`src/rtl/clock_ctrl.sv`:
```
// clock_ctrl: board-side front end for the digital clock core. Debounces the buttons,
// synchronises power, and runs the run/time-set/alarm-set mode machine with auto-repeat.
module clock_ctrl #(
  parameter int unsigned DEBOUNCE_CYCLES = 4,
  parameter int unsigned REPEAT_DELAY    = 16,
  parameter int unsigned REPEAT_RATE     = 4,
  parameter int unsigned TIMEOUT         = 256
) (
  input  logic       clk_src,
  input  logic       reset_n,
  input  logic       power,
  input  logic       mode_btn,
  input  logic       up_btn,
  input  logic       down_btn,
  output logic       enable,
  output logic [2:0] add_time,
  output logic [2:0] sub_time,
  output logic       timing_clock_switch,
  output logic [2:0] field_sel,
  output logic [2:0] state
);
  localparam int unsigned DbW   = $clog2(DEBOUNCE_CYCLES + 1);
  localparam int unsigned RptW  = $clog2(REPEAT_DELAY + 1);
  localparam int unsigned IdleW = $clog2(TIMEOUT + 1);

  typedef enum logic [2:0] {
    StOff  = 3'd0,
    StRun  = 3'd1,
    StSetH = 3'd2,
    StSetM = 3'd3,
    StSetS = 3'd4,
    StAlmH = 3'd5,
    StAlmM = 3'd6
  } state_e;

  state_e          state_q, state_d;
  logic [2:0]      sync1_q, sync2_q, db_q, db_prev_q;
  logic [DbW-1:0]  db_cnt_q [3];
  logic            pwr1_q, pwr2_q;
  logic            armed_q, armed_d, dir_q, dir_d;
  logic [RptW-1:0] rpt_cnt_q, rpt_cnt_d;
  logic [IdleW-1:0] idle_q, idle_d;
  logic [2:0]      add_d, sub_d, press, field;
  logic            set_st, stay, both, held, rpt_fire, activity, timeout;

  function automatic logic [2:0] field_of(state_e s);
    case (s)
      StSetH, StAlmH: field_of = 3'b100;
      StSetM, StAlmM: field_of = 3'b010;
      StSetS:         field_of = 3'b001;
      default:        field_of = 3'b000;
    endcase
  endfunction

  // Bit 0 mode, bit 1 up, bit 2 down.
  assign press = db_q & ~db_prev_q;
  assign state = state_q;

  always_ff @(posedge clk_src or negedge reset_n) begin
    if (!reset_n) begin
      sync1_q   <= '0;
      sync2_q   <= '0;
      db_q      <= '0;
      db_prev_q <= '0;
      pwr1_q    <= 1'b0;
      pwr2_q    <= 1'b0;
      for (int i = 0; i < 3; i++) db_cnt_q[i] <= '0;
    end else begin
      sync1_q   <= {down_btn, up_btn, mode_btn};
      sync2_q   <= sync1_q;
      db_prev_q <= db_q;
      pwr1_q    <= power;
      pwr2_q    <= pwr1_q;
      for (int i = 0; i < 3; i++) begin
        if (sync2_q[i] == db_q[i]) begin
          db_cnt_q[i] <= '0;
        end else if (db_cnt_q[i] == DbW'(DEBOUNCE_CYCLES - 1)) begin
          db_q[i]     <= ~db_q[i];
          db_cnt_q[i] <= '0;
        end else begin
          db_cnt_q[i] <= db_cnt_q[i] + 1'b1;
        end
      end
    end
  end

  always_comb begin
    set_st   = state_q inside {StSetH, StSetM, StSetS, StAlmH, StAlmM};
    field    = field_of(state_q);
    both     = db_q[1] & db_q[2];
    held     = dir_q ? db_q[2] : db_q[1];
    rpt_fire = armed_q & held & ~both & (rpt_cnt_q == RptW'(REPEAT_DELAY));
    activity = (|press) | rpt_fire;
    timeout  = set_st & ~activity & (idle_q == IdleW'(TIMEOUT - 1));
  end

  // Power loss outranks everything; mode press outranks the idle timeout.
  always_comb begin
    state_d = state_q;
    if (!pwr2_q) begin
      state_d = StOff;
    end else begin
      case (state_q)
        StOff:   state_d = StRun;
        StRun:   state_d = press[0] ? StSetH : StRun;
        StSetH:  state_d = press[0] ? StSetM : (timeout ? StRun : StSetH);
        StSetM:  state_d = press[0] ? StSetS : (timeout ? StRun : StSetM);
        StSetS:  state_d = press[0] ? StAlmH : (timeout ? StRun : StSetS);
        StAlmH:  state_d = press[0] ? StAlmM : (timeout ? StRun : StAlmH);
        StAlmM:  state_d = (press[0] || timeout) ? StRun : StAlmM;
        default: state_d = StOff;
      endcase
    end
    stay = (state_d == state_q);
  end

  // A held button only repeats after a press seen in the current state.
  always_comb begin
    add_d     = '0;
    sub_d     = '0;
    armed_d   = armed_q;
    dir_d     = dir_q;
    rpt_cnt_d = rpt_cnt_q;
    if (!set_st || !stay || both) begin
      armed_d   = 1'b0;
      rpt_cnt_d = '0;
    end else if (press[1]) begin
      add_d     = field;
      armed_d   = 1'b1;
      dir_d     = 1'b0;
      rpt_cnt_d = RptW'(1);
    end else if (press[2]) begin
      sub_d     = field;
      armed_d   = 1'b1;
      dir_d     = 1'b1;
      rpt_cnt_d = RptW'(1);
    end else if (armed_q && held) begin
      if (rpt_fire) begin
        if (dir_q) sub_d = field;
        else       add_d = field;
        rpt_cnt_d = RptW'(REPEAT_DELAY - REPEAT_RATE + 1);
      end else begin
        rpt_cnt_d = rpt_cnt_q + 1'b1;
      end
    end else begin
      armed_d   = 1'b0;
      rpt_cnt_d = '0;
    end
    idle_d = (!set_st || !stay || activity) ? '0 : idle_q + 1'b1;
  end

  always_ff @(posedge clk_src or negedge reset_n) begin
    if (!reset_n) begin
      state_q             <= StOff;
      armed_q             <= 1'b0;
      dir_q               <= 1'b0;
      rpt_cnt_q           <= '0;
      idle_q              <= '0;
      enable              <= 1'b0;
      timing_clock_switch <= 1'b0;
      field_sel           <= '0;
      add_time            <= '0;
      sub_time            <= '0;
    end else begin
      state_q             <= state_d;
      armed_q             <= armed_d;
      dir_q               <= dir_d;
      rpt_cnt_q           <= rpt_cnt_d;
      idle_q              <= idle_d;
      enable              <= (state_d == StRun);
      timing_clock_switch <= state_d inside {StAlmH, StAlmM};
      field_sel           <= field_of(state_d);
      add_time            <= add_d;
      sub_time            <= sub_d;
    end
  end
endmodule

```
`config.mk`:
```
export PLATFORM = sky130hd
export DESIGN_NAME = clock_ctrl
export DESIGN_NICKNAME = d
export VERILOG_FILES = /design/src/rtl/clock_ctrl.sv
export SDC_FILE = /design/constraint.sdc
export NUM_CORES = 1
export LEC_CHECK = 0
export CORE_MARGIN = 3
export CORE_UTILIZATION = 61
export CTS_BUF_LIST = sky130_fd_sc_hd__clkbuf_4 sky130_fd_sc_hd__clkbuf_8 sky130_fd_sc_hd__clkbuf_16
export DETAILED_ROUTE_END_ITERATION = 16
export PLACE_DENSITY = 0.83
export RECOVER_POWER = 25
export SLEW_MARGIN = 20
export SYNTH_ARGS = -nofsm -noshare
export SYNTH_HDL_FRONTEND = slang
export SYNTH_SLANG_ARGS = --single-unit
```
`constraint.sdc`:
```
create_clock -name clk_src -period 4 [get_ports clk_src]
set_clock_uncertainty 0.05 [all_clocks]
set_input_delay 0.4 -clock clk_src [delete_from_list [all_inputs] [get_ports clk_src]]
set_output_delay 0.4 -clock clk_src [all_outputs]
set_load 0.005 [all_outputs]
```
run_1/class_map.png
Scale: 6 px per um.
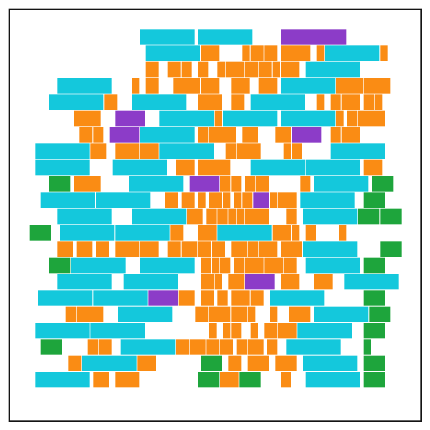
legend:
  registers:
    color: cyan
    cells: 53
    share_of_their_area: 50%
  remaining buffers and delay cells:
    color: green
    cells: 19
    share_of_their_area: 7.0%
  remaining logic cells:
    color: orange
    cells: 146
    share_of_their_area: 38%
  clock drivers and dummy loads:
    color: purple
    cells: 8
    share_of_their_area: 4.6%
Non-Filler Cell Area, Final: 2690 um^2
Std-Cell Core Area: 3720 um^2
proportion of cell area occupied by registers: 49.2%
Final Core Density: 72.5%

run_1/route_heat.png
Scale: 6 px per um. 14 x 14 tiles, from dark purple (low) to yellow (high), scaled to the fullest tile. Values are wire area over tile area, all layers added.
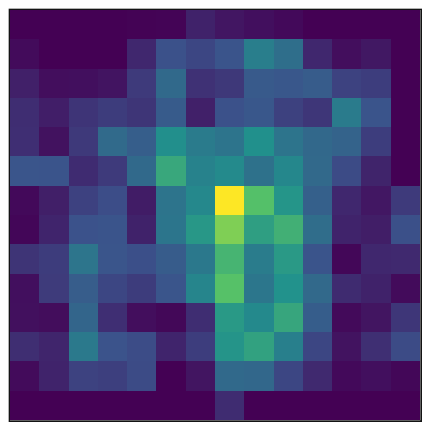
nearly empty tiles: 18%
fullest tile: 0.65
emptiest ninth of the die: upper left
mean over tiles: 0.13
tiles over half the peak: 8.2%
post-detailed-route wirelength per cell: 14.5 um
Vias: 1,566
All-Layer GR Usage: 19.7%

==> impl_metrics.toml, run 1 <==
# implementation run metrics
[cells_and_area]
signal_buffers = 19
bufAreaShareNonClock_pct = 6.83
final_layout_top_logic_cell = "dfrtp_1"
top_area_cell_class = "sequential cells"
layout-area-overhead-vs-synth_pct = 13.4
area_of_the_multi_input_gates_um2 = 977
reg.largest.list = "db_cnt_q (9), idle_q (9), rpt_cnt_q (5)"
inverter_tally_of_the_final_layout_excluding_the_clock_network = 7
n_fill_cell = 259
comb_share_pct = 36.3
insertedDiodeCount = 0
nMultiInputCombCells = 139

[sta]
finalSetupTns_ns = 0
final-max-slew-violation-count = 54
grt_setup_unrepaired = "no"
final.min_clock_period_ns = 2.44
max_clock_freq_ghz = 0.409
worst_pin_slew_ns = 2.62
layout_setup_ws_ns = 1.56
hold_slack_ns = 0.306

[critical_path]
startpoint_type = "input port"
timing_worst_setup_path_type = "input port to async pin"
worst-path-stages = 1
cp_slowest_cell = "clkbuf_1"
cp_slowest_stage_delay_ns = 1.83
timing.rr.start = "idle_q[0]$_DFF_PN0_"
critical_path.cell_chain = "clkbuf_1"
cp.buffers_inverters = 1
crit_path_max_fanout = 53
regToRegEndpoint = "state[2]$_DFF_PN0_"
crit_required_ns = 3.81

[drt]
remaining_drc_errors = 0
first_iter_violations = 123
via_per_inst = 5.72
antenna_violating_nets_remaining = 0
wl_met3_um = 206
drt_pass1_iterations = 4
wirelength_um = 3990

[synthesis]
synth_top_area_share_pct = 55.8
netlist_top_cells_area = "dfrtp_1 (56%), ha_1 (3.7%), xnor2_1 (3.7%), nor2b_1 (2.4%), a21oi_1 (2.1%)"
syn-mean-instance-area_um2 = 11.5
syn_inst = 207
synth-async-reset-ratio_pct = 100
synth_top_cell_by_area = "dfrtp_1"
yosys.cell_count.top_type = "dfrtp_1"
synth-edff-count = 0
post_synth_instance_area_um2 = 2380
yosys.cell_types.count = 44
yosysWarningCount = 0

[status]
failed_checks = "max-capacitance violations, max-slew violations"
status = "finished, violations left"

[global_routing]
grt_start_max_net_pins = 54
grt_overflow = 0
antenna_found_initial = 0
first_global_vias = 1570

[worst_hold_path]
hold-path-cell-count = 0
hold_wc_path_type = "register to register"
hold_start = "pwr1_q$_DFF_PN0_"
hold_path_end = "pwr2_q$_DFF_PN0_"

[job]
tool_warnings = 27
max-cap-violations = 1

[clocking]
cts.reportedPaths.clkPinSlew_ns = 0.09
clockRootBuffer = "clkbuf_8"
clk_path_buf_depth = 2
cts_post_setup_buffers_inserted = 0
tritoncts = "done"

[placement]
place_hpwl_um = 2920
place.port_buffers = 19
dpl_worst_slack_ns = 1.68
postPlaceCellArea_um2 = 2570
place.gp.congestion = 0.860

[power]
total_power_mw = 1.39
power.density_nw_per_um2 = 516
cellLeakagePower_nw = 1.18
highest_ir_drop_seen_on_vdd_v = 0.000312

[die]
starting_utilization_of_the_core_area_pct = 63.9
rows = 22
die_h_um = 68.4
run_1/clock_nets.png
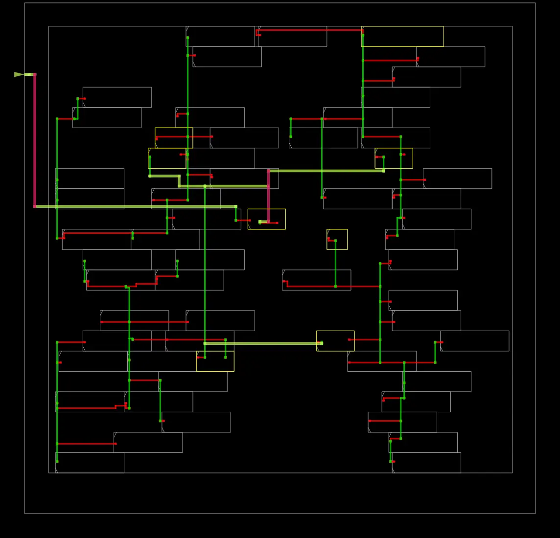
total number of sequential cells: 53
latest clock arrival within the worst-skew pair: 0.30 ns
clock group total power: 367 uW
clock buffer count from CTS: 5
clkbuf count: 6

==> run 1: logic make-up (layout without fill, tap and decap cells) <==
kind of cell / count (synthesis) / count (layout) / share of synthesized area [%]
compound gates: 27 / 27 / 7.64
xor+xnor: 15 / 15 / 5.53
fa+ha+maj: 8 / 8 / 4.11
buf+inv: 15 / 34 / 3.05
flops: 53 / 53 / 55.8
mux: 5 / 5 / 2.47
simple gates: 84 / 84 / 21.4
==> run 1: where the power goes <==
group          total, mW  switching (mW)  internal [mW]  leakage, nW
combinational      0.325           0.172          0.153        0.424
sequential         0.697          0.0842          0.613        0.698
clock              0.367           0.164          0.203       0.0574
total               1.39           0.420          0.969         1.18
==> run 1: per-layer routing <==
metal  vias up  GRT usage, %
met5         -             0
met4         0          6.45
met3         7          4.93
met2        48          35.0
met1       756          22.8
li1        755             -
run_1/m3.png
Scale: 6 px per um. Cells faint in the background.
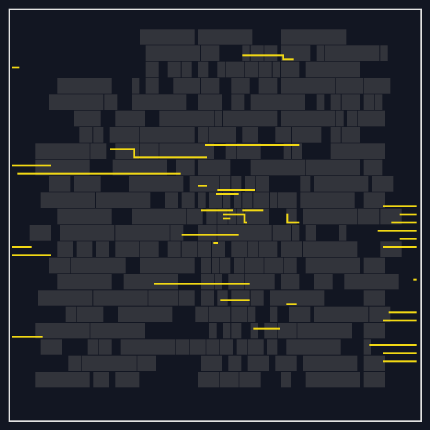

## Run 2: what changed since run 1
--- a/config.mk
+++ b/config.mk
@@ -6,10 +6,10 @@
 export NUM_CORES = 1
 export LEC_CHECK = 0
 export CORE_MARGIN = 3
-export CORE_UTILIZATION = 61
+export CORE_UTILIZATION = 57
 export CTS_BUF_LIST = sky130_fd_sc_hd__clkbuf_4 sky130_fd_sc_hd__clkbuf_8 sky130_fd_sc_hd__clkbuf_16
 export DETAILED_ROUTE_END_ITERATION = 16
-export PLACE_DENSITY = 0.83
+export PLACE_DENSITY = 0.79
 export RECOVER_POWER = 25
 export SLEW_MARGIN = 20
 export SYNTH_ARGS = -nofsm -noshare
==> constraint.sdc (replaced) <==
create_clock -name clk_src -period 2.5 [get_ports clk_src]
set_clock_uncertainty 0.05 [all_clocks]
set_input_delay 0.25 -clock clk_src [delete_from_list [all_inputs] [get_ports clk_src]]
set_output_delay 0.25 -clock clk_src [all_outputs]
set_load 0.005 [all_outputs]
run_2/m3.png
Scale: 6 px per um. Cells faint in the background.
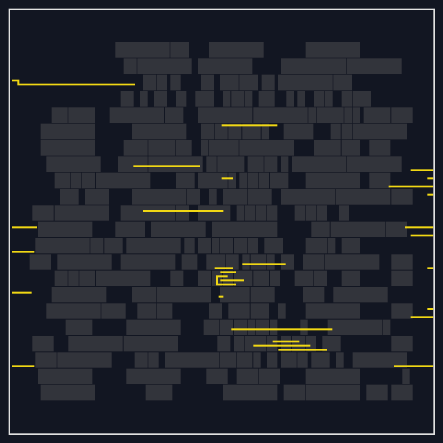
share of all routed wire: 3.8%
main direction: horizontal
nets with wire on the layer: 23
longest straight run: 19.3 um
wire length on this layer: 160 um
GR Layer Usage met3: 3.41%
total length of routed wires: 4220 um
Vias: 1,620

==> impl_metrics.toml, run 2 <==
# implementation run metrics
[status]
status = "complete, no violations"

[die]
die-width_um = 70.6
design.core.area_um2 = 3830
starting_utilization_of_the_core_area_pct = 62.1
die_h_um = 70.6
chipArea_um2 = 4980
rows = 22
num_tap_cells = 48
top_level_pins = 20

[synthesis]
fa_ha_area_share_pct = 4.11
synth_top_cell_by_area = "dfrtp_1"
synth_xor_xnor_area_share_pct = 5.53
yosys.area_share.aoi_pct = 7.64
post_synth_and_or_nand_nor_area_fraction_pct = 21.4
ys_chip_area_um2 = 2380
netlist_top_cells_area = "dfrtp_1 (56%), ha_1 (3.7%), xnor2_1 (3.7%), nor2b_1 (2.4%), a21oi_1 (2.1%)"
synth.mux.area_fraction_pct = 2.47
synthTopCellsByCount = "dfrtp_1 (53), a21oi_1 (10), nand2_1 (10), xnor2_1 (10)"
synth_top_area_share_pct = 55.8
yosysWarningCount = 0
synth-async-reset-ratio_pct = 100
yosys.cell_types.count = 44
ys_dominant_reg_cell = "dfrtp_1"
yosys.cell_count.top_type = "dfrtp_1"
post_synth_instance_area_um2 = 2380
synth-edff-count = 0
yosys_cells = 207
syn_inst = 207
postSynthNetCount = 220
syn-mean-instance-area_um2 = 11.5
synth_flops = 53
yosys.stat.seqShare_pct = 55.8
largest_logic_family = "simple AND/OR/NAND/NOR gates"

[critical_path]
critical-path-top-delay-family = "simple AND/OR/NAND/NOR gates"
startpoint_type = "register"
worst-path-stages = 8
rrSetupSlack_ns = 0.19
worstSetupStartpoint = "idle_q[0]$_DFF_PN0_"
timing.critical_path.arrival_ns = 2.46
regToRegEndpoint = "state[2]$_DFF_PN0_"
crit_required_ns = 2.65
cp_slowest_cell = "dfrtp_1"
worst_setup_path_end_kind = "register"
critical_path.cell_chain = "ha_1 -> nand3_1 -> nor2_2 -> and3_1 -> ha_1 -> nand3_1 -> or3_4 -> a41o_1"
timing.rr.start = "idle_q[0]$_DFF_PN0_"
cp_slowest_stage_delay_ns = 0.42
crit_path_max_fanout = 6
cp.buffers_inverters = 0
r2r.worst_path.cells = 8
critical_path.endpoint = "state[2]$_DFF_PN0_"
timing_worst_setup_path_type = "register to register"

[cells_and_area]
reg.largest.list = "db_cnt_q (9), idle_q (9), rpt_cnt_q (5)"
finish.cell_count_without_fillers = 277
finish.net_count = 241
ff_latch_area_um2 = 1330
final_layout_top_logic_cell = "dfrtp_1"
ff_count = 53
clock_area_share_pct = 4.90
n_fill_cell = 272
top_area_cell_class = "sequential cells"
post-route-util_pct = 71.4
seq_area_share_pct = 48.5
area_of_the_multi_input_gates_um2 = 985
insertedDiodeCount = 0
comb_share_pct = 36.0
most-common-layout-cells = "dfrtp_1 (53), clkdlybuf4s50_1 (14), nand2_1 (10), a21oi_1 (10), xnor2_1 (10)"
nMultiInputCombCells = 139
nClkBuffers = 5
inverter_tally_of_the_final_layout_excluding_the_clock_network = 7
fraction_of_final_layout_cells_with_drive_strength_greater_than_1_pct = 11.4
bufAreaShareNonClock_pct = 7.37

[sta]
final_hold_viol_count = 0
grt_setup_unrepaired = "no"
hold_slack_ns = 0.311
final.min_clock_period_ns = 2.31
finalCritPeriodShare_pct = 92.5
max_clock_freq_ghz = 0.432
worst_pin_slew_ns = 1.34
finalSetupTns_ns = 0
relSlewSlack_pct = 10.9
setup_viol_count_final = 0
final-max-slew-violation-count = 0

[power]
cellLeakagePower_nw = 1.20
highest_ir_drop_seen_on_vdd_v = 0.000598
total_power_mw = 2.30
power.density_nw_per_um2 = 842

[drt]
antenna_violating_nets_remaining = 0
via_per_inst = 5.85
drt_pass1_iterations = 5
wl_per_cell_um = 15.2
first_iter_violations = 190
remaining_drc_errors = 0

[worst_hold_path]
hold_start = "sync1_q[2]$_DFF_PN0_"
hold-path-cell-count = 0
hold_path_end = "sync2_q[2]$_DFF_PN0_"
hold_wc_path_type = "register to register"

[placement]
dpl_worst_slack_ns = 0.159
place.gp.congestion = 0.791
placed_cells_incl_taps = 268
place.port_buffers = 19
place_hpwl_um = 2910
postPlaceCellArea_um2 = 2590

[clocking]
cts.reportedPaths.clkPinSlew_ns = 0.10
tritoncts = "done"
clock.latency.late_pin_ns = 0.30
cts_inserted_buffers = 5
cts_htree_levels = 2
clk_path_buf_depth = 2
clkSinkCount = 53
clockRootBuffer = "clkbuf_8"

[global_routing]
wire_length_of_the_first_global_routing_pass_um = 7530
grtUsageMet2_pct = 33.6
first_global_vias = 1688
global_route.usage.total_pct = 18.8
grt-busiest-layer = "met2"
grt_overflow = 0
grt_start_max_net_pins = 28
antenna_found_initial = 0
globalRouteMet1Util_pct = 23.5

[job]
tool_warnings = 27
max-cap-violations = 0
run_2/sizing.png
Scale: 4 px per um.
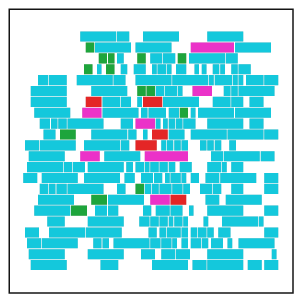
legend:
  x6 and larger:
    color: magenta
    cells: 7
  x1 and smaller:
    color: cyan
    cells: 203
  x2:
    color: green
    cells: 14
  x3 and x4:
    color: red
    cells: 5
Non-Filler Cell Area, Final: 2730 um^2
Signal buffers: 22
setup slack of the critical path after layout: 0.187 ns
Layout area overhead: 15.0%

[run 2: power breakdown]
part	switching [mW]	internal (mW)	leakage (nW)
logic	0.270	0.247	0.432
clock network	0.268	0.397	0.0681
registers	0.138	0.981	0.698
[run 2: worst reg2reg max path, cell delays in order (launching register included)]
cell,delay (ns)
dfrtp_1,0.42
ha_1,0.21
nand3_1,0.15
nor2_2,0.17
and3_1,0.17
ha_1,0.24
nand3_1,0.16
or3_4,0.40
a41o_1,0.25
[run 2: per-layer routing]
layer / up-vias / part of all wire, %
li1: 763 / -
met1: 811 / 42
met2: 40 / 53
met3: 6 / 3.8
met4: 0 / 1.0
met5: - / 0
[run 2: timing repair]
action,4_1_cts,5_1_grt
setup endpoints to repair,0,3
gates resized,0,2
hold endpoints to repair,53,0
hold buffers,1,0
setup buffers,0,0
run_2/route_heat.png
Scale: 6 px per um. 14 x 14 tiles, from dark purple (low) to yellow (high), scaled to the fullest tile. Values are wire area over tile area, all layers added.
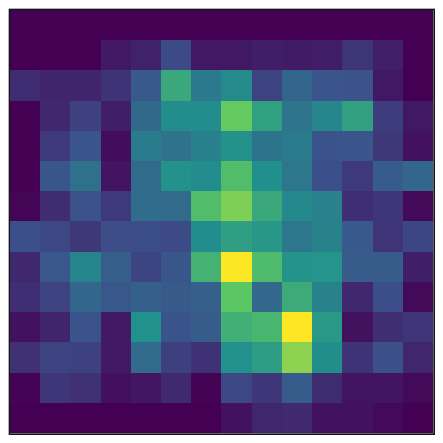

## Run 3: what changed since run 2
--- a/config.mk
+++ b/config.mk
@@ -6,10 +6,9 @@
 export NUM_CORES = 1
 export LEC_CHECK = 0
 export CORE_MARGIN = 3
-export CORE_UTILIZATION = 57
+export CORE_UTILIZATION = 30
 export CTS_BUF_LIST = sky130_fd_sc_hd__clkbuf_4 sky130_fd_sc_hd__clkbuf_8 sky130_fd_sc_hd__clkbuf_16
 export DETAILED_ROUTE_END_ITERATION = 16
-export PLACE_DENSITY = 0.79
 export RECOVER_POWER = 25
 export SLEW_MARGIN = 20
 export SYNTH_ARGS = -nofsm -noshare
run_3/route_heat.png
Scale: 4 px per um. 19 x 19 tiles, from dark purple (low) to yellow (high), scaled to the fullest tile. Values are wire area over tile area, all layers added.
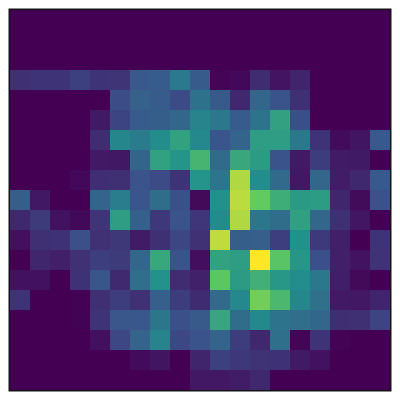
densest ninth of the die: center
mean over tiles: 0.067
tiles over half the peak: 10%
fullest tile: 0.39
post-detailed-route wirelength per cell: 11.8 um
All-Layer GR Usage: 10.0%
Vias: 1,550

run_3/m3.png
Scale: 4 px per um. Cells faint in the background.
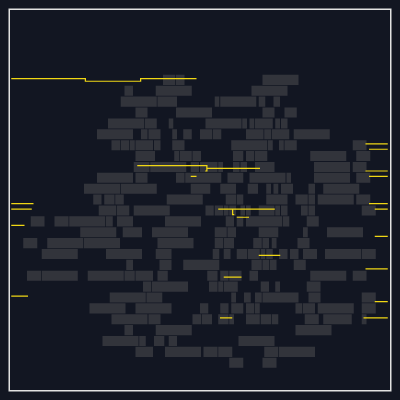
longest straight run: 18.4 um
nets with wire on the layer: 20
GR Layer Usage met3: 3.59%
total length of routed wires: 3870 um

==> impl_metrics.toml, run 3 <==
# implementation run metrics
[status]
status = "complete, no violations"

[synthesis]
ys_chip_area_um2 = 2380
yosys.stat.seqShare_pct = 55.8
fa_ha_area_share_pct = 4.11
yosys_cells = 207
postSynthNetCount = 220
synth_xor_xnor_area_share_pct = 5.53
post_synth_and_or_nand_nor_area_fraction_pct = 21.4
synth_flops = 53
synth.mux.area_fraction_pct = 2.47
largest_logic_family = "simple AND/OR/NAND/NOR gates"
yosysWarningCount = 0
synth-edff-count = 0
synth-async-reset-ratio_pct = 100
ys_dominant_reg_cell = "dfrtp_1"
syn-mean-instance-area_um2 = 11.5
synthTopCellsByCount = "dfrtp_1 (53), a21oi_1 (10), nand2_1 (10), xnor2_1 (10)"
synth_top_area_share_pct = 55.8
synth_top_cell_by_area = "dfrtp_1"
yosys.area_share.aoi_pct = 7.64
syn_inst = 207
yosys.cell_count.top_type = "dfrtp_1"
post_synth_instance_area_um2 = 2380
netlist_top_cells_area = "dfrtp_1 (56%), ha_1 (3.7%), xnor2_1 (3.7%), nor2b_1 (2.4%), a21oi_1 (2.1%)"

[power]
pg_clk_uw = 502
total_switching_power_uw = 678
cellLeakagePower_nw = 1.19
power.density_nw_per_um2 = 765
switching_share_pct = 32.1
power.share.clock_pct = 23.8
total_power_mw = 2.11
maxPowerGroup = "registers"
highest_ir_drop_seen_on_vdd_v = 0.000298
power.sequential.total_mw = 1.11
p_int_mw = 1.44
comb_power_share_pct = 23.6
comb-power_uw = 498
pwr-share-seq_pct = 52.7

[cells_and_area]
reg.largest.list = "db_cnt_q (9), idle_q (9), rpt_cnt_q (5)"
layout-area-overhead-vs-synth_pct = 16.4
fraction_of_final_layout_cells_with_drive_strength_greater_than_1_pct = 11.0
finish.cell_count_without_fillers = 327
insertedDiodeCount = 0
post-route-util_pct = 37.1
finish.net_count = 240
n_fill_cell = 742
layout.cell_area.non_filler_um2 = 2770
most-common-layout-cells = "dfrtp_1 (53), clkdlybuf4s50_1 (14), nand2_1 (10), a21oi_1 (10), xnor2_1 (10)"

[sta]
grt_setup_unrepaired = "no"
finalCritPeriodShare_pct = 92.9
final-max-slew-violation-count = 0
max_clock_freq_ghz = 0.430
final_hold_viol_count = 0
worst_pin_slew_ns = 1.44
relSlewSlack_pct = 4.04
setup_viol_count_final = 0
finalSetupTns_ns = 0
layout_setup_ws_ns = 0.177
hold_slack_ns = 0.308

[placement]
postPlaceCellArea_um2 = 2660
place_hpwl_um = 2760
place.gp.congestion = 0.774
place.port_buffers = 19
dpl_worst_slack_ns = 0.195
placed_cells_incl_taps = 318

[die]
chipArea_um2 = 9020
starting_utilization_of_the_core_area_pct = 31.9
rows = 31
die_h_um = 95.0
die-width_um = 95.0
design.core.area_um2 = 7450
top_level_pins = 20

[clocking]
cts_inserted_buffers = 5
cts.reportedPaths.clkPinSlew_ns = 0.10
tritoncts = "done"
holdBufCountCts = 1
cts_post_setup_buffers_inserted = 0
clkSinkCount = 53
clockRootBuffer = "clkbuf_8"
cts_htree_levels = 2
cts-resized-gates = 0
clock.latency.late_pin_ns = 0.31
clk_path_buf_depth = 2

[critical_path]
crit_required_ns = 2.65
worstSetupStartpoint = "idle_q[0]$_DFF_PN0_"
regToRegEndpoint = "state[2]$_DFF_PN0_"
startpoint_type = "register"
critical_path.endpoint = "state[2]$_DFF_PN0_"
critical_path.cell_chain = "ha_1 -> nand3_1 -> nor2_1 -> and3_1 -> ha_1 -> nand3_1 -> or3_1 -> a41o_1"
cp_slowest_cell = "or3_1"
timing_worst_setup_path_type = "register to register"
worst_setup_path_end_kind = "register"
cp_slowest_stage_delay_ns = 0.44
timing.rr.start = "idle_q[0]$_DFF_PN0_"
critical-path-top-delay-family = "simple AND/OR/NAND/NOR gates"
timing.critical_path.arrival_ns = 2.47
cp.buffers_inverters = 0
rrSetupSlack_ns = 0.18

[drt]
wirelength_met1_um = 1830
dr.max_layer_used = "met4"
antenna_violating_nets_remaining = 0
remaining_drc_errors = 0
via_per_inst = 4.74
wl_met3_um = 171
drt_pass1_iterations = 4
first_iter_violations = 29
met2WireLength_um = 1840

[global_routing]
first_global_vias = 1553
grtUsageMet2_pct = 15.9
antenna_found_initial = 0
grt_start_max_net_pins = 29
grt_overflow = 0
globalRouteMet1Util_pct = 13.1
grt-busiest-layer = "met2"
wire_length_of_the_first_global_routing_pass_um = 7160

[worst_hold_path]
hold-path-cell-count = 0
hold_start = "sync1_q[2]$_DFF_PN0_"
hold_path_end = "sync2_q[2]$_DFF_PN0_"
hold_wc_path_type = "register to register"

[job]
tool_warnings = 27
max-cap-violations = 0
[run 3: cell counts after synthesis]
No cell type changed its count.
[run 3: layout make-up]
| cell class | count | share of cell area (%) |
|---|---|---|
| timing repair buffer | 21 | 7.74 |
| tap | 99 | 4.48 |
| sequential | 53 | 48.0 |
| multi-input combinational | 139 | 35.3 |
| clock inverter | 3 | 1.04 |
| inverter | 7 | 0.950 |
| clock buffer | 5 | 2.49 |
[run 3: worst reg2reg max path: stages, from the launching register on]
cell     delay [ns]
dfrtp_1        0.42
ha_1           0.20
nand3_1        0.12
nor2_1         0.17
and3_1         0.17
ha_1           0.23
nand3_1        0.17
or3_1          0.44
a41o_1         0.26
Power figures rest on the tool's default switching activity, not on a simulated workload.
